--- src/rtl/delay_pkg.sv ---
// Shared types and constants for the programmable delay timer.
package delay_pkg;

    // FSM state encoding
    typedef enum logic {
        IDLE = 1'b0,
        RUN  = 1'b1
    } delay_state_t;

    // Operating mode, sampled together with start
    localparam logic MODE_PERIODIC = 1'b0;
    localparam logic MODE_ONESHOT  = 1'b1;

endpackage

--- src/rtl/delay_down_counter.sv ---
// Loadable WIDTH-bit down-counter with clear and a zero flag.
// Ports:
//   clk, rst   clock and synchronous active-high reset
//   load       load count from load_val (below clear in priority)
//   dec        decrement by one; saturates at zero
//   clear      force count to zero (highest after rst)
//   load_val   value loaded on load
//   count      registered remaining count
//   zero_c     combinational decode of count == 0
module delay_down_counter #(
    parameter int unsigned WIDTH = 16
) (
    input  logic             clk,
    input  logic             rst,
    input  logic             load,
    input  logic             dec,
    input  logic             clear,
    input  logic [WIDTH-1:0] load_val,
    output logic [WIDTH-1:0] count,
    output logic             zero_c
);

    // Count register; the dec guard keeps count from wrapping below zero
    always_ff @(posedge clk) begin
        if (rst) begin
            count <= '0;
        end else if (clear) begin
            count <= '0;
        end else if (load) begin
            count <= load_val;
        end else if (dec && (count != '0)) begin
            count <= count - WIDTH'(1);
        end
    end

    assign zero_c = (count == '0);

endmodule

--- src/rtl/delay_timer.sv ---
// Programmable periodic / one-shot delay timer, single clock domain.
// Ports:
//   clk, rst   clock and synchronous active-high reset
//   start      load period and mode, enter RUN (restarts when already running)
//   stop       abort to IDLE without tick or done; sq_out holds
//   mode       0 = periodic, 1 = one-shot (sampled with start)
//   load_val   period in cycles, 0 treated as 1 (sampled with start)
//   busy       high while in RUN
//   tick       one-cycle pulse per expiry
//   done       one-cycle pulse on one-shot expiry
//   sq_out     toggles on every expiry
//   count      remaining count
module delay_timer
    import delay_pkg::*;
#(
    parameter int unsigned WIDTH = 16
) (
    input  logic             clk,
    input  logic             rst,
    input  logic             start,
    input  logic             stop,
    input  logic             mode,
    input  logic [WIDTH-1:0] load_val,
    output logic             busy,
    output logic             tick,
    output logic             done,
    output logic             sq_out,
    output logic [WIDTH-1:0] count
);

    delay_state_t     state;
    delay_state_t     state_nxt;
    logic             mode_q;
    logic             mode_nxt;
    logic [WIDTH-1:0] reload_q;
    logic [WIDTH-1:0] reload_nxt;
    logic [WIDTH-1:0] pe_m1_c;
    logic [WIDTH-1:0] cnt_val_c;
    logic             cnt_load_c;
    logic             cnt_dec_c;
    logic             cnt_clear_c;
    logic             cnt_zero_c;
    logic             tick_nxt;
    logic             done_nxt;
    logic             sq_nxt;

    // Pe - 1, with load_val == 0 treated as Pe = 1 so it never wraps
    assign pe_m1_c = (load_val == '0) ? '0 : (load_val - WIDTH'(1));

    delay_down_counter #(
        .WIDTH(WIDTH)
    ) u_cnt (
        .clk      (clk),
        .rst      (rst),
        .load     (cnt_load_c),
        .dec      (cnt_dec_c),
        .clear    (cnt_clear_c),
        .load_val (cnt_val_c),
        .count    (count),
        .zero_c   (cnt_zero_c)
    );

    // State register plus registered outputs and captured mode/period
    always_ff @(posedge clk) begin
        if (rst) begin
            state    <= IDLE;
            mode_q   <= MODE_PERIODIC;
            reload_q <= '0;
            busy     <= 1'b0;
            tick     <= 1'b0;
            done     <= 1'b0;
            sq_out   <= 1'b0;
        end else begin
            state    <= state_nxt;
            mode_q   <= mode_nxt;
            reload_q <= reload_nxt;
            busy     <= (state_nxt == RUN);
            tick     <= tick_nxt;
            done     <= done_nxt;
            sq_out   <= sq_nxt;
        end
    end

    // Next state: stop > start > one-shot expiry
    always_comb begin
        state_nxt = state;
        if (stop) begin
            state_nxt = IDLE;
        end else if (start) begin
            state_nxt = RUN;
        end else if ((state == RUN) && cnt_zero_c && (mode_q == MODE_ONESHOT)) begin
            state_nxt = IDLE;
        end
    end

    // Counter control and next values of the registered outputs
    always_comb begin
        cnt_load_c  = 1'b0;
        cnt_dec_c   = 1'b0;
        cnt_clear_c = 1'b0;
        cnt_val_c   = reload_q;
        mode_nxt    = mode_q;
        reload_nxt  = reload_q;
        tick_nxt    = 1'b0;
        done_nxt    = 1'b0;
        sq_nxt      = sq_out;
        if (stop) begin
            cnt_clear_c = 1'b1;
        end else if (start) begin
            // restart suppresses any expiry on this edge
            cnt_load_c = 1'b1;
            cnt_val_c  = pe_m1_c;
            mode_nxt   = mode;
            reload_nxt = pe_m1_c;
        end else if (state == RUN) begin
            if (cnt_zero_c) begin
                tick_nxt = 1'b1;
                sq_nxt   = ~sq_out;
                if (mode_q == MODE_PERIODIC) begin
                    cnt_load_c = 1'b1;
                end else begin
                    done_nxt = 1'b1;
                end
            end else begin
                cnt_dec_c = 1'b1;
            end
        end
    end

endmodule

--- config.mk ---
export PLATFORM = sky130hd
export DESIGN_NAME = delay_timer
export DESIGN_NICKNAME = d
export VERILOG_FILES = /design/src/rtl/delay_pkg.sv /design/src/rtl/delay_down_counter.sv /design/src/rtl/delay_timer.sv
export SDC_FILE = /design/constraint.sdc
export NUM_CORES = 1
export LEC_CHECK = 0
export CORE_ASPECT_RATIO = 0.8
export CORE_MARGIN = 5
export CORE_UTILIZATION = 52
export DETAILED_ROUTE_END_ITERATION = 8
export PLACE_DENSITY = 0.79
export SLEW_MARGIN = 10
export SYNTH_ARGS = -nofsm -noshare
export SYNTH_HDL_FRONTEND = slang
export SYNTH_HIERARCHICAL = 1
export SYNTH_SLANG_ARGS = --single-unit
--- constraint.sdc ---
create_clock -name clk -period 3.4 [get_ports clk]
set_input_delay 0.68 -clock clk [delete_from_list [all_inputs] [get_ports clk]]
set_output_delay 0.68 -clock clk [all_outputs]
set_load 0.005 [all_outputs]
Met1 routing:
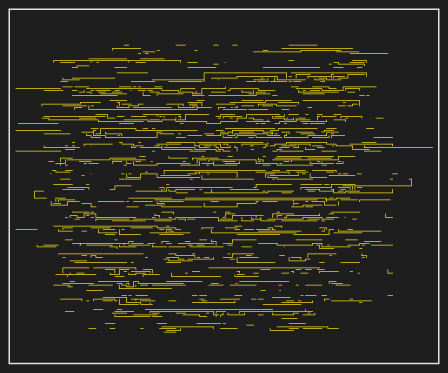
319 nets have wire on it. The longest straight run is 31.7 um. The layer carries 2700 um of wire.
routed vias: 2291
met1 global-route usage: 27.6%
DRT Wirelength: 5940 um

==> Slide: Implementation Results <==
Flow Results at a Glance

Final layout
  – Antenna diode count: 0
  – Design area: 0.00288 mm^2
  – Area Overhead vs Synth: 27.6%
  – Nets: 351

Route
  – ANT nets after route: 0
  – DRT iter0 DRCs: 273
  – DR vias/cell: 5.94
  – DRC Markers: 0
  – Routed wire per std cell: 15.4 um

Place
  – Dpl ws: 0.239 ns
  – Area after DPL: 0.00276 mm^2
  – Buffers added on ports: 40
  – HPWL after DPL: 4540 um

Clock network
  – Clk pin slew, worst setup/hold paths: 0.08 ns
  – Sink Count: 37
  – Insertion Delay late pin: 0.29 ns
  – CTS H-tree depth: 2
  – CTS Buf Count: 5
  – CTS Root Buffer Type: clkbuf_8

Synthesis
  – YS chip area: 0.00225 mm^2
  – Syn avg cell area: 7.97 um^2
  – Fraction of synthesis flops using an asynchronous set or reset pin: 0%
  – Sequential fraction of the synthesis area: 32.9%
  – Yosys Instances: 283
  – Dominant flop cell: dfxtp_1
  – Flops after synth: 37
  – EDFF count, synth: 0
  – Netlist Area Pre-Place: 0.00225 mm^2
  – Synth area leader: dfxtp_1
  – Ys Warns: 6
  – Cell Type Count: 53
  – Net Count, Synth: 306
  – Syn Inst Count: 283

STA
  – Setup_tns: 0 ns
  – Smallest setup slack after layout: 0.433 ns
  – RSZ-0062 raised after global routing: false
  – Worst-Margin Slew: 0.663 ns
  – Rel. slew slack: 55.7%
  – Hold Violations, Final: 0
  – Max-slew violations: 0
  – Peak Freq: 0.337 GHz

Setup path
  – Critical Path Start Type: flop
  – Req. time, crit path: 3.58 ns
  – Largest stage delay on the critical path: 0.42 ns
  – Worst Path Arrival: 3.15 ns
  – Slowest cell on the critical path: nor2_1
  – Crit path kind: flop to flop
  – Endpoint type of the worst setup path: flop
  – Worst reg-to-reg path cell count: 12

Pwr
  – P_leak: 1.08 nW
  – Total power: 1.11 mW
  – VDD IR-drop max: 0.345 mV
  – PD cells: 385 mW/mm^2

Floorplanning
  – Area of the core: 0.00418 mm^2
  – Row count: 21
  – Die Wd: 83.6 um
  – Top Ports: 41
  – Pre-Place Util: 54.0%
  – Die Y: 68.9 um

Job
  – Log Warnings: 26
  – # Max-Cap Violations: 0

GRT
  – Vias in the first global route: 2129
  – GR Overflow Total: 0
  – Largest net degree at the start of global routing: 18
  – Initial antenna violation count: 0

Min path
  – HP Class: flop to flop

Status
  – Outcome: complete, no violations
Track usage over the die:
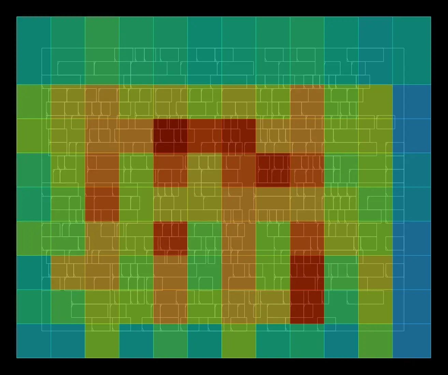
GR Util All Layers: 21.2%
M2 GR Usage: 34.9%
post-route core utilization: 68.9%

logic make-up (layout without fill, tap and decap cells):
family	after synthesis	after routing	share of synthesized area [%]
xor+xnor	10	10	3.88
fa+ha+maj	2	2	1.11
flops	37	37	32.9
buf+inv	23	69	3.94
simple gates	138	138	35.7
compound gates	69	69	20.7
mux	4	4	1.78
cell type report:
cell class | instances | area [um^2] | area share, %
clock inverters | 1 | 30.0 | 1.04
flip-flops and latches | 37 | 741 | 25.7
repair buffers | 52 | 490 | 17.0
well taps | 57 | 71.3 | 2.48
multi-input cells | 223 | 1430 | 49.5
clock buffers | 7 | 86.3 | 3.00
inverters | 9 | 33.8 | 1.17
power breakdown:
part           internal, mW  total [mW]  leakage [nW]  switching (mW)
Combinational         0.108       0.245         0.723           0.137
Sequential            0.452       0.467         0.302          0.0150
Clock                 0.239       0.397        0.0585           0.158
synthesized netlist by cell type (all sizes together), types with 4 or more instances:
library cell,number
nor2,38
dfxtp,37
nand2,25
o21ai,17
nor3,15
a21oi,14
clkbuf,12
inv,9
nand3,9
a31oi,7
o31ai,7
nand2b,6
nor2b,6
nand4,5
or3,5
or4,5
xnor2,5
xor2,5
a211oi,4
mux2i,4
nand4b,4
nor3b,4
nor4,4
o211ai,4
state kept, by name, indices dropped and copies added (netlist names):
signal,flops
reload_q,16
u_cnt/count,16
done,1
mode_q,1
sq_out,1
state,1
tick,1
stage by stage:
stage	hold slack [ns]	instances	util [%]
floorplan	0.433	283	-
global placement	0.445	378	66.1
detailed placement	0.448	378	66.1
CTS	0.457	386	68.9
global route	0.507	386	68.9
finish	0.454	386	68.9
worst max-delay path: cells and delay by family, from the launching register on:
family | cells | cell delay [ns]
AOI/OAI and AO/OA | 3 | 0.38
adders and majority gates | 1 | 0.18
buffers and inverters | 3 | 0.62
DFF | 1 | 0.39
and+or+nand+nor | 5 | 1.29
placed cells by master (no fill, tap or decap), types with 5 or more instances in the layout:
master           count
nor2b_1              6
or3_1                5
nand4_1              5
nor3_1              14
a21oi_1             14
dfxtp_1             37
nand2_1             25
nor2_1              38
buf_4               12
xor2_1               5
xnor2_1              5
nand3_1              9
o31ai_1              7
a31oi_1              7
inv_1                9
nand2b_1             6
o21ai_0             15
clkbuf_8             6
clkdlybuf4s50_1     40
final timing paths:
check	start	end	slack [ns]
setup reg to reg	u_cnt/count[1]	u_cnt/count[0]	0.43
setup / recovery	u_cnt/count[1]	u_cnt/count[0]	0.43
hold reg to reg	reload_q[2]	reload_q[2]	0.45
hold / removal	reload_q[2]	reload_q[2]	0.45
per-layer routing:
layer | GRT usage, % | share of wire (%) | vias up
met5 | 0 | 0 | -
met4 | 8.03 | 2.0 | 0
met3 | 4.87 | 7.6 | 14
met2 | 34.9 | 45 | 86
met1 | 27.6 | 45 | 1066
li1 | - | - | 1125
No activity file was given, so power comes from the tool's default toggle rates.
